**config.mk**
```make
export PLATFORM = sky130hd
export DESIGN_NAME = piso_serializer
export DESIGN_NICKNAME = d
export VERILOG_FILES = /design/src/rtl/serializer_pkg.sv /design/src/rtl/piso_shift_reg.sv /design/src/rtl/piso_serializer.sv
export SDC_FILE = /design/constraint.sdc
export NUM_CORES = 1
export LEC_CHECK = 0
export CORE_ASPECT_RATIO = 2
export CORE_MARGIN = 2
export CORE_UTILIZATION = 40
export DETAILED_ROUTE_END_ITERATION = 10
export GPL_TIMING_DRIVEN = 0
export SKIP_CTS_REPAIR_TIMING = 1
export SYNTH_ARGS = -nofsm -noshare
export SYNTH_HDL_FRONTEND = slang
export SYNTH_SLANG_ARGS = --single-unit
```
**constraint.sdc**
```tcl
create_clock -name clk -period 2.34 [get_ports clk]
set_input_delay 0.468 -clock clk [delete_from_list [all_inputs] [get_ports clk]]
set_output_delay 0.468 -clock clk [all_outputs]
set_load 0.03 [all_outputs]
```
**src/rtl/serializer_pkg.sv**
```systemverilog
`default_nettype none
// ----------------------------------------------------------------------------
// serializer_pkg
// Shared state encoding and counter-width helper for the PISO serializer.
// Rev 1.0 - initial release
// ----------------------------------------------------------------------------
package serializer_pkg;

  typedef enum logic [0:0] {
    ST_IDLE  = 1'b0,
    ST_SHIFT = 1'b1
  } state_t;

  // Bits needed to count 0..value-1; at least one bit so a WIDTH=2 counter exists.
  function automatic int clog2(input int value);
    int r;
    r = 0;
    for (int i = 0; i < 31; i++) begin
      if ((1 << i) < value) r = i + 1;
    end
    return (r < 1) ? 1 : r;
  endfunction

endpackage : serializer_pkg
`default_nettype wire

```
**src/rtl/piso_shift_reg.sv**
```systemverilog
`default_nettype none
// ----------------------------------------------------------------------------
// piso_shift_reg
// WIDTH-bit load/shift register with bit counter; fills with IDLE_BIT.
// Rev 1.0 - initial release
// ----------------------------------------------------------------------------
module piso_shift_reg
  import serializer_pkg::*;
#(
  parameter int WIDTH     = 8,
  parameter bit MSB_FIRST = 1'b1,
  parameter bit IDLE_BIT  = 1'b0
) (
  input  logic             clk,
  input  logic             rst,
  input  logic             load,
  input  logic [WIDTH-1:0] load_data,
  input  logic             shift_en,
  output logic             sout_bit,
  output logic             last
);

  localparam int              c_CW   = clog2(WIDTH);
  localparam logic [c_CW-1:0] c_LAST = c_CW'(WIDTH - 1);

  logic [WIDTH-1:0] r_data;
  logic [c_CW-1:0]  r_cnt;
  logic [WIDTH-1:0] w_shifted;

  generate
    if (MSB_FIRST) begin : g_msb_first
      assign w_shifted = {r_data[WIDTH-2:0], IDLE_BIT};
      assign sout_bit  = r_data[WIDTH-1];
    end else begin : g_lsb_first
      assign w_shifted = {IDLE_BIT, r_data[WIDTH-1:1]};
      assign sout_bit  = r_data[0];
    end
  endgenerate

  assign last = (r_cnt == c_LAST);

  always_ff @(posedge clk or negedge rst) begin
    if (!rst) begin
      r_data <= '0;
      r_cnt  <= '0;
    end else if (load) begin
      r_data <= load_data;
      r_cnt  <= '0;
    end else if (shift_en) begin
      r_data <= w_shifted;
      // Reload to zero after the last bit so the count never passes WIDTH-1.
      r_cnt  <= last ? '0 : r_cnt + 1'b1;
    end
  end

endmodule : piso_shift_reg
`default_nettype wire

```
**src/rtl/piso_serializer.sv**
```systemverilog
`default_nettype none
// ----------------------------------------------------------------------------
// piso_serializer
// Valid/ready word intake with one-entry hold buffer, gapless serial output.
// Rev 1.0 - initial release
// ----------------------------------------------------------------------------
module piso_serializer
  import serializer_pkg::*;
#(
  parameter int WIDTH     = 8,
  parameter bit MSB_FIRST = 1'b1,
  parameter bit IDLE_BIT  = 1'b0
) (
  input  logic             clk,
  input  logic             rst,
  input  logic [WIDTH-1:0] din,
  input  logic             din_valid,
  output logic             din_ready,
  output logic             sout,
  output logic             sout_valid,
  output logic             word_done,
  output logic             busy
);

  state_t           r_state;
  state_t           w_state_nxt;
  logic [WIDTH-1:0] r_hold;
  logic             r_hold_full;

  logic             w_accept;
  logic             w_load;
  logic [WIDTH-1:0] w_load_data;
  logic             w_shift_en;
  logic             w_hold_we;
  logic             w_hold_clr;
  logic             w_sr_bit;
  logic             w_last;

  assign din_ready = rst & ~r_hold_full;
  assign w_accept  = din_valid & din_ready;

  piso_shift_reg #(
    .WIDTH     (WIDTH),
    .MSB_FIRST (MSB_FIRST),
    .IDLE_BIT  (IDLE_BIT)
  ) u_shift_reg (
    .clk       (clk),
    .rst       (rst),
    .load      (w_load),
    .load_data (w_load_data),
    .shift_en  (w_shift_en),
    .sout_bit  (w_sr_bit),
    .last      (w_last)
  );

  always_ff @(posedge clk or negedge rst) begin
    if (!rst) begin
      r_state     <= ST_IDLE;
      r_hold      <= '0;
      r_hold_full <= 1'b0;
    end else begin
      r_state <= w_state_nxt;
      if (w_hold_we) begin
        r_hold      <= din;
        r_hold_full <= 1'b1;
      end else if (w_hold_clr) begin
        r_hold_full <= 1'b0;
      end
    end
  end

  always_comb begin
    w_state_nxt = r_state;
    w_load      = 1'b0;
    w_load_data = din;
    w_shift_en  = 1'b0;
    w_hold_we   = 1'b0;
    w_hold_clr  = 1'b0;
    case (r_state)
      ST_IDLE: begin
        if (w_accept) begin
          w_load      = 1'b1;
          w_state_nxt = ST_SHIFT;
        end
      end
      ST_SHIFT: begin
        if (w_last) begin
          // Held word wins; an accept cannot coincide since ready is low while full.
          if (r_hold_full) begin
            w_load      = 1'b1;
            w_load_data = r_hold;
            w_hold_clr  = 1'b1;
          end else if (w_accept) begin
            w_load      = 1'b1;
          end else begin
            w_shift_en  = 1'b1;
            w_state_nxt = ST_IDLE;
          end
        end else begin
          w_shift_en = 1'b1;
          w_hold_we  = w_accept;
        end
      end
      default: w_state_nxt = ST_IDLE;
    endcase
  end

  assign sout_valid = (r_state == ST_SHIFT);
  assign sout       = sout_valid ? w_sr_bit : IDLE_BIT;
  assign word_done  = sout_valid & w_last;
  assign busy       = sout_valid | r_hold_full;

endmodule : piso_serializer
`default_nettype wire

```
==> flow_summary.json <==
{
  "cts_buffers": 3,
  "adder_share": 0.0231,
  "final_cell_mix": "dfrtp_1 (21), clkdlybuf4s50_1 (11), nand2_1 (10), nand3b_1 (10), mux2_2 (8)",
  "drt-initial-drc-count": 17,
  "dieArea_um2": 3160,
  "status": "complete, no violations",
  "cap_violations": 0,
  "insertion_delay_ns": 0.26,
  "yosys_warnings": 0,
  "slew_viol_final": 0,
  "layout.comb_gates.multi_input": 66,
  "tool_warnings": 26,
  "timing.rr.start": "u_shift_reg.r_cnt[0]",
  "finalHoldViolCount": 0,
  "top_area_cell": "dfrtp_1",
  "cp-startpoint": "rst",
  "fin_area_um2": 1320,
  "fmax_mhz": 471,
  "io_buffers": 15,
  "non_clock_buffer_count": 20,
  "p_clk_frac": 0.146,
  "syn_to_final_growth_pct": 22.0,
  "grt_pass1_wl_mm": 3.69,
  "synthMostInstantiatedCell": "dfrtp_1",
  "drt-vias-per-instance": 5.56,
  "clockBufferCount": 3,
  "grt_pass1_vias": 801,
  "r2r_slack_ns": 0.52,
  "swShare": 0.368,
  "skew_ns": 0.00803,
  "switching_power_uw": 592,
  "ios": 16,
  "min_period_over_period": 0.908,
  "use_met3": 0.0286,
  "wirelength_met1_um": 899,
  "async_reset_ff_frac": 1.00
}
placement.png
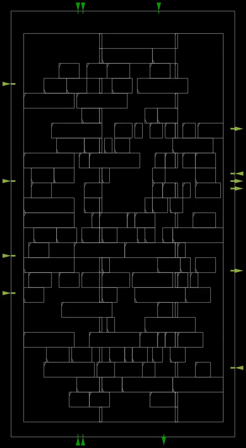
final cell count without fillers: 140
Tapcells: 28
fraction of area in registers: 0.398
Finished Core Util: 0.513
row count: 26

layer_met2.png
The bar under the picture is 10 um long.
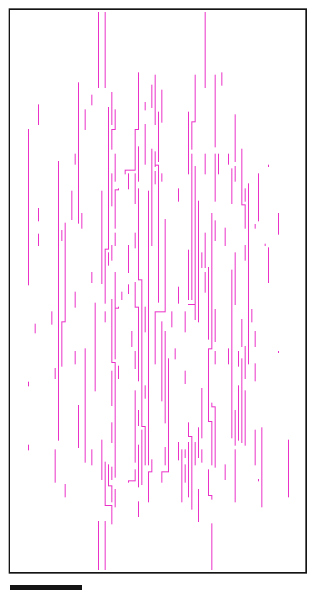
The layer holds 52% of the routed length. The layer carries 1100 um of wire. The wires run mostly vertical. 107 nets have wire on it.
final wirelength: 2.11 mm
GRT met2 Usage: 0.260
via count: 779

io_fan.png
The bar under the picture is 10 um long.
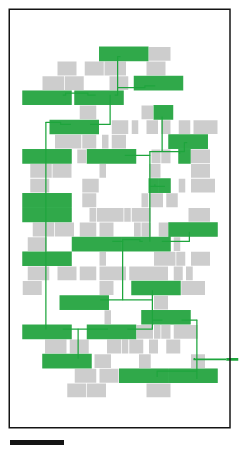
`rst`: shown in green, bits 1, direction input, edge right, end cells 26, buffers 1, wire 203 um.

flops_by_reg.png
Other sequential cells in the stronger grey, the rest of the logic in the fainter grey.
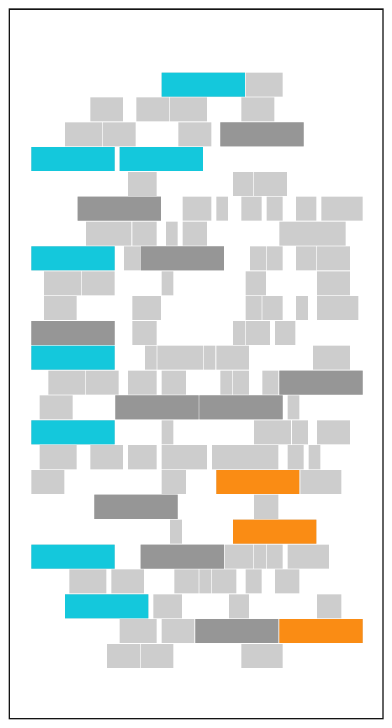
`r_hold`: shown in cyan, sequential cells 8. `u_shift_reg.r_cnt`: shown in orange, sequential cells 3.
sequential group power: 616 uW
Flop area: 526 um2

wires.png
Two of the layers only.
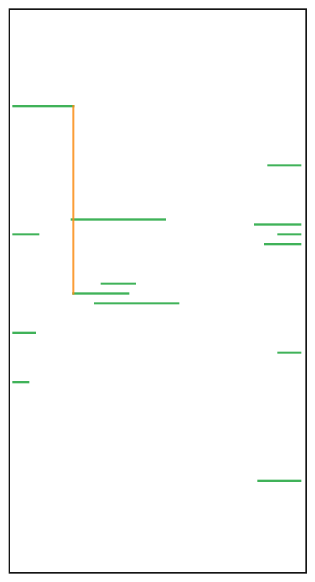
metal 4: shown in orange, wire length 25.8 um. metal 3: shown in green, wire length 80.5 um.
Wirelength per Cell: 15.0 um
Total GRT Usage: 0.165

No activity file was given, so power comes from the tool's default toggle rates.
